### Routed metal, one color a layer, run 1

Two of the layers only.
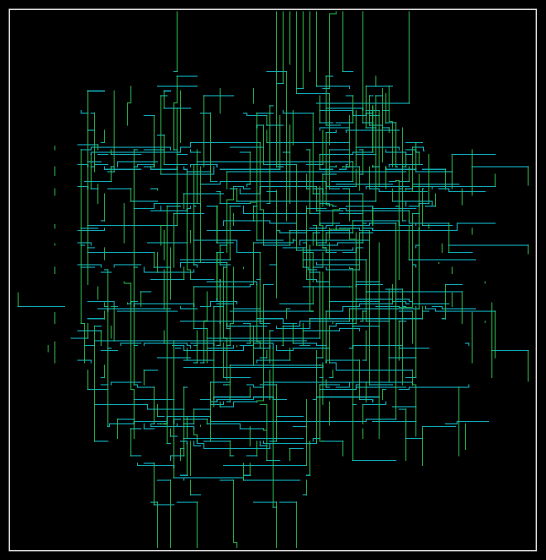
### Logic cells by family, run 1

Scale bar: 20 microns.
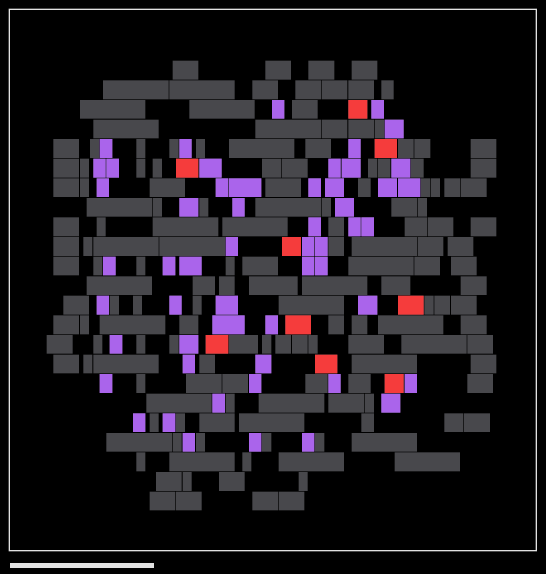
### Where the registers sit, run 1

Scale bar: 20 microns.
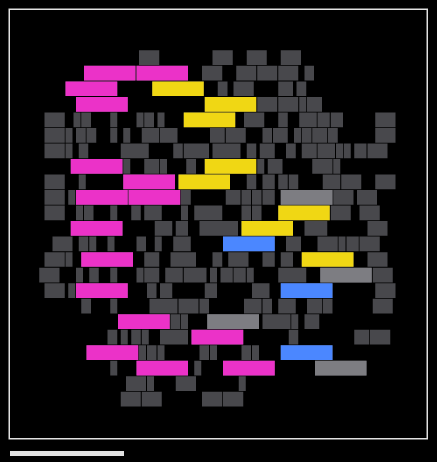
==> config.mk <==
export PLATFORM = sky130hd
export DESIGN_NAME = pcs_tx_code_group_flat
export DESIGN_NICKNAME = d
export VERILOG_FILES = /design/src/rtl/pcs_tx_code_group_if.sv /design/src/rtl/pcs_tx_code_group.sv /design/src/flat_wrapper.sv
export SDC_FILE = /design/constraint.sdc
export NUM_CORES = 1
export LEC_CHECK = 0
export CAP_MARGIN = 20
export CORE_AREA = 5 5 68 70
export DETAILED_ROUTE_END_ITERATION = 12
export DIE_AREA = 0 0 73 75
export PLACE_DENSITY = 0.71
export SYNTH_ARGS = -nofsm -noshare
export SYNTH_HDL_FRONTEND = slang
export SYNTH_SLANG_ARGS = --single-unit
==> constraint.sdc <==
create_clock -name clk -period 3.4 [get_ports clk]
set_input_delay 0.34 -clock clk [delete_from_list [all_inputs] [get_ports clk]]
set_output_delay 0.34 -clock clk [all_outputs]
set_load 0.01 [all_outputs]
==> impl_metrics.yaml, run 1 <==
# generated from flow reports
run_status:
  status: "complete, no violations"
die:
  die-area_sq_mm: 0.00548
  core.rowCount: 23
  tap_cells: 50
  core_area_sq_mm: 0.00391
  die_h_microns: 75
  io_pins: 45
  initCoreUtil_pct: 41.2
final_timing:
  rsz0062_at_grt: "false"
  tightest_slew_ns: 0.630
  post-route-period-util_pct: 50.4
  slew_headroom_pct: 58.0
  skew_ns: 0.00282
  finalWorstSetupSlack_ns: 1.69
  period_minus_slack_ns: 1.71
  whs_ns: 0.460
  finalHoldViolCount: 0
  fin_tns_setup_ns: 0
  slew_viol_final: 0
  fmax_ghz: 0.583
final_layout:
  fin_nets: 253
  drive_gt1_share_pct: 8.64
  final-clk-cell-share_pct: 4.77
  areaGrowthSynthToFinish_pct: 34.9
  buffers: 45
  fin_area_sq_mm: 0.00218
  antennaDiodeCount: 0
  nClkBuffers: 7
  combGateArea_sq_um: 776
  largest_reg_flops: 16
  bufAreaShareNonClock_pct: 20.6
  num-nonclk-inverters: 3
  flop_area_sq_um: 776
  final_cell_mix: "44 x clkdlybuf4s50_1, 36 x nand2_1, 31 x a21oi_1, 31 x dfrtp_1, 7 x clkbuf_8"
  fillCellCount: 379
  flop-count: 31
  comb_cells: 133
  largestClassByArea: "sequential cells"
setup_path:
  crit_chain: "nor2_2 > and2_1 > nand2_1 > a21oi_1"
  startpoint_type: "flop"
  cp_data_required_time_ns: 3.60
  critPathTopFamily: "simple AND/OR/NAND/NOR gates"
  cp.depth: 4
  slowest_delay_ns: 0.61
  endpoint_kind: "flop"
  rr_worst_depth: 4
  path_class: "flop to flop"
  rrSetupSlack_ns: 1.69
  path_buffers: 0
  crit_path_top_delay_cell: "dfrtp_1"
  critPathMaxFanout: 19
synth:
  synthAoiAreaFrac_pct: 25.0
  synthTopCellsByArea: "dfrtp_1 48%, a21oi_1 9.6%, nand2_1 8.4%, buf_2 1.6%, o21ai_0 1.6%"
  ys_types: 49
  mux_share_pct: 0.620
  netlist_logic_family_top: "AND-OR/OR-AND gates"
  flop_cell: "dfrtp_1"
  common_cells: "36 x nand2_1, 31 x a21oi_1, 31 x dfrtp_1, 6 x nor2_1"
  ys.flops: 31
  syn_inst: 176
  synth_warnings: 0
  syn_area_sq_mm: 0.00161
  ys_area_sq_mm: 0.00161
  most_common_cell: "nand2_1"
  syn_avg_cell_area_sq_um: 9.17
  synth_nets: 210
  synthArstFlopShare_pct: 100
  fa_ha_area_share_pct: 0
  yosysTopAreaCell: "dfrtp_1"
  ys_seq_share_pct: 48.1
  synthXorXnorAreaFrac_pct: 0
  simple_gate_area_share_pct: 22.4
  edf_count: 0
route:
  routed_via_density: 5.29
  first_iter_violations: 125
  dr.pass1.iters: 4
  top_layer: "met4"
  met3_length_microns: 274
  ant_nets: 0
  drc: 0
  wl_met2_microns: 1850
job:
  max-cap-violations: 0
  warnings: 26
power:
  powerComb_uw: 121
  p_clk_uw: 315
  pwr-share-comb_pct: 14.7
  netSwitchingPower_uw: 192
  power.internal_uw: 629
  p_leak_nw: 0.901
  ir_drop_v: 0.000204
  seq_power_share_pct: 46.9
  p_clk_share_pct: 38.4
  switching_share_pct: 23.4
  power_leader: "sequential cells"
  finalPower_uw: 821
  pwr_density_cell_mw_per_mm2: 377
cts:
  cts_buffers: 5
  post_cts_buffers: 0
  ctsHtreeMaxLevel: 2
  clk_latency_ns: 0.28
  cts-root-buf: "clkbuf_8"
  cts_resized: 0
  cts_tree: "yes"
  path_clk_slew_ns: 0.06
  cts_buffer_depth: 2
  clock_sinks: 31
placed_design:
  io_buffers: 44
  dpl_cell_area_sq_mm: 0.00207
  place_ws_ns: 1.46
  gp_congestion: 0.827
  dpl.hpwl_microns: 2920
  placed_cells_incl_taps: 262
grt:
  use_met3_pct: 4.67
  use_met2_pct: 25.4
  grt_pass1_wl_microns: 6490
  grt_util_all_layers_pct: 15.5
  globalRoute.busiestLayer: "met2"
  grtUsageMet1_pct: 19.8
  overflow: 0
  grt_start_max_net_pins: 32
  grt_pass1_vias: 1406
worst_hold_path:
  worstHoldPathType: "input port to asynchronous set/reset pin"
Notes on 'Routed metal, one color a layer' above:
- green: met2 (wire length 1,850 microns)
- cyan: met1 (wire length 1,770 microns)
vias post-DR: 1,427
Total Wirelength: 3930 microns
routed wire length per instance: 14.6 microns

Notes on 'Logic cells by family' above:
- purple: inverting AOI/OAI gates (cells 54)
- red: AND-OR and OR-AND gates (cells 9)
Commonest Layout Cell: clkdlybuf4s50_1
Layout Cells excl Fill: 270
Comb area share: 35.6%

Notes on 'Where the registers sit' above:
- magenta: u_core.cfg_q (placed flops 16)
- blue: u_core.state (placed flops 3)
- yellow: u_core.cg.tx_code_group (placed flops 8)
Seq/total area: 35.6%
Post-Route Utilization: 55.6%

### I/O pins on the die edge, run 1

Pins as bars across the die edge, other pins in gray.
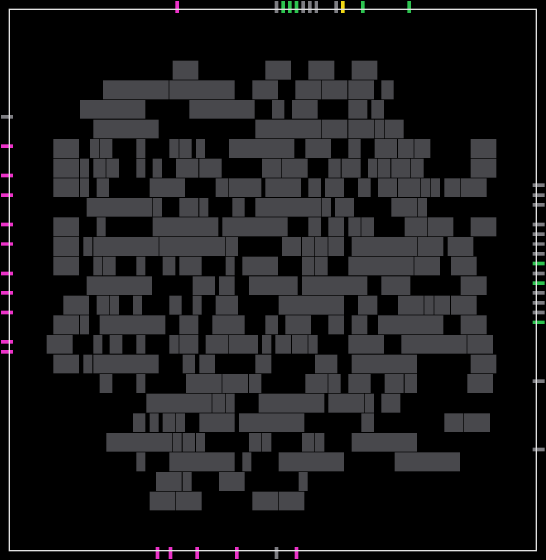

==> inputs of run 2 (changes only) <==
==> constraint.sdc (replaced) <==
create_clock -name clk -period 1.7 [get_ports clk]
set_input_delay 0.17 -clock clk [delete_from_list [all_inputs] [get_ports clk]]
set_output_delay 0.17 -clock clk [all_outputs]
set_load 0.01 [all_outputs]
### I/O pins on the die edge, run 2

Pins as bars across the die edge, other pins in gray.
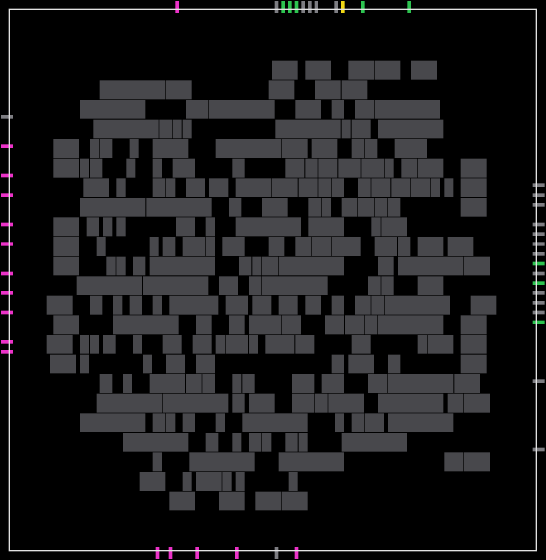
- magenta: cg_tx_config_reg (pins 16; direction input; edge 10 left, 5 bottom, 1 top)
- yellow: cg_TX_EN (pins 1; direction input; edge top)
- green: cg_tx_code_group (pins 8; direction output; edge 5 top, 3 right)
- all pins by edge: 16 right, 12 top, 11 left, 6 bottom
floorplan die width: 73 microns
Die Y: 75 microns
PortBufs: 44

### Logic cells by family, run 2

Scale bar: 20 microns.
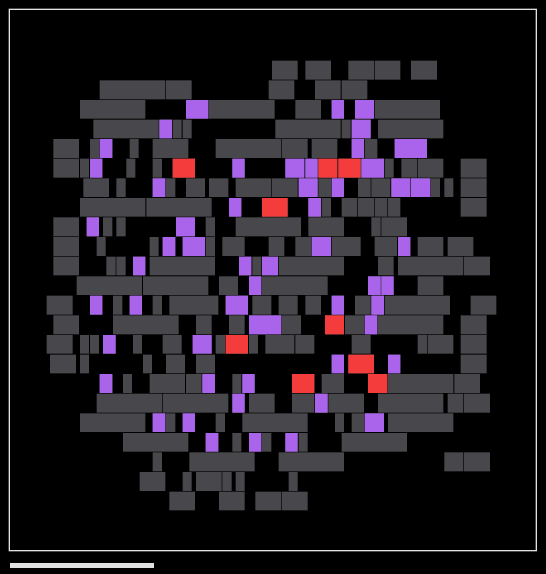
Comb area share: 34.6%
Layout Cells excl Fill: 282

### Clock wiring as the flow saved it, run 2

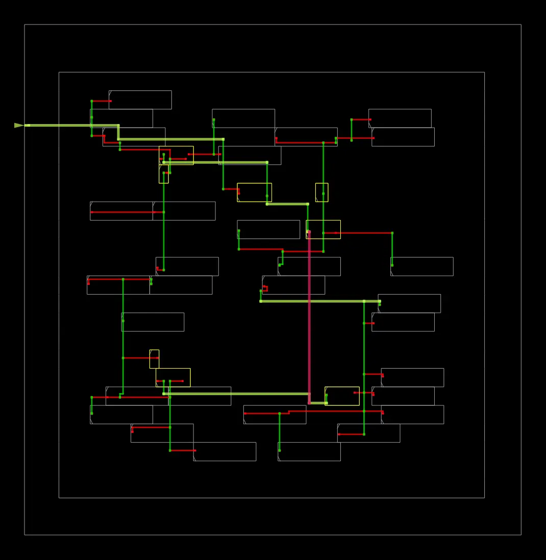
Clock group: 557 uW
Num Clock Sinks: 31
TritonCTS buffer count: 5
# clk buffers: 7

==> run 2 against run 1 <==
Combinational power rose by 110%. Synthesized area did not move. Sequential power rose by 99%. Utilization rose by 1.7 points. Global-route usage rose by 0.052 points. Wire length rose by 3.0%. Clock power rose by 77%. Cell area rose by 3.1%. Clock skew rose by 0.0026 ns. Non-clock buffer count rose by 12. Critical path type unchanged. First-iteration DRC count fell by 11%.
==> impl_metrics.yaml, run 2 <==
# generated from flow reports
run_status:
  status: "complete, no violations"
placed_design:
  gp_congestion: 0.901
  dpl.hpwl_microns: 3050
  placed_cells_incl_taps: 274
  place_ws_ns: 0.0417
setup_path:
  path_buffers: 0
  path_class: "flop to flop"
  cp_data_required_time_ns: 1.91
  endpoint_kind: "flop"
  rrSetupSlack_ns: 0.13
  startpoint_type: "flop"
  rr_worst_depth: 4
  critPathMaxFanout: 12
  critPathTopFamily: "flip-flops"
cts:
  post_cts_buffers: 0
  cts_buffer_depth: 2
  path_clk_slew_ns: 0.07
synth:
  synthTopCellsByArea: "dfrtp_1 48%, a21oi_1 9.6%, nand2_1 8.4%, buf_2 1.6%, o21ai_0 1.6%"
  fa_ha_area_share_pct: 0
  ys_types: 49
  synthAoiAreaFrac_pct: 25.0
  syn_area_sq_mm: 0.00161
  simple_gate_area_share_pct: 22.4
  yosysTopAreaCell: "dfrtp_1"
  ys_seq_share_pct: 48.1
  most_common_cell: "nand2_1"
  synthArstFlopShare_pct: 100
  flop_cell: "dfrtp_1"
  synth_warnings: 0
  ys_area_sq_mm: 0.00161
  ys.flops: 31
final_timing:
  skew_ns: 0.00542
  rsz0062_at_grt: "false"
  fmax_ghz: 0.637
  fin_tns_setup_ns: 0
  tightest_slew_ns: 0.409
die:
  die-area_sq_mm: 0.00548
  io_pins: 45
  initCoreUtil_pct: 41.2
  tap_cells: 50
route:
  via_count: 1476
  routed_via_density: 5.23
  dr.pass1.iters: 4
  drc: 0
final_layout:
  largestClassByArea: "sequential cells"
  fillCellCount: 379
  final-clk-cell-share_pct: 3.62
  bufAreaShareNonClock_pct: 24.0
  flop_area_sq_um: 776
  antennaDiodeCount: 0
  final_cell_mix: "44 x clkdlybuf4s50_1, 36 x nand2_1, 31 x a21oi_1, 31 x dfrtp_1, 13 x buf_4"
  areaGrowthSynthToFinish_pct: 39.1
  flop-count: 31
  fin_area_sq_mm: 0.00224
grt:
  globalRoute.busiestLayer: "met2"
  use_met2_pct: 25.1
  grt_start_max_net_pins: 32
  grt_pass1_wl_microns: 6490
  use_met3_pct: 3.60
power:
  finalPower_mw: 1.58
  netSwitchingPower_uw: 393
  pwr-share-comb_pct: 16.3
  switching_share_pct: 24.9
  pwr_density_cell_mw_per_mm2: 704
  powerComb_uw: 257
  ir_drop_v: 0.000355
job:
  max-cap-violations: 0
worst_hold_path:
  worstHoldPathType: "input port to asynchronous set/reset pin"
Power and IR drop assume default switching activity.
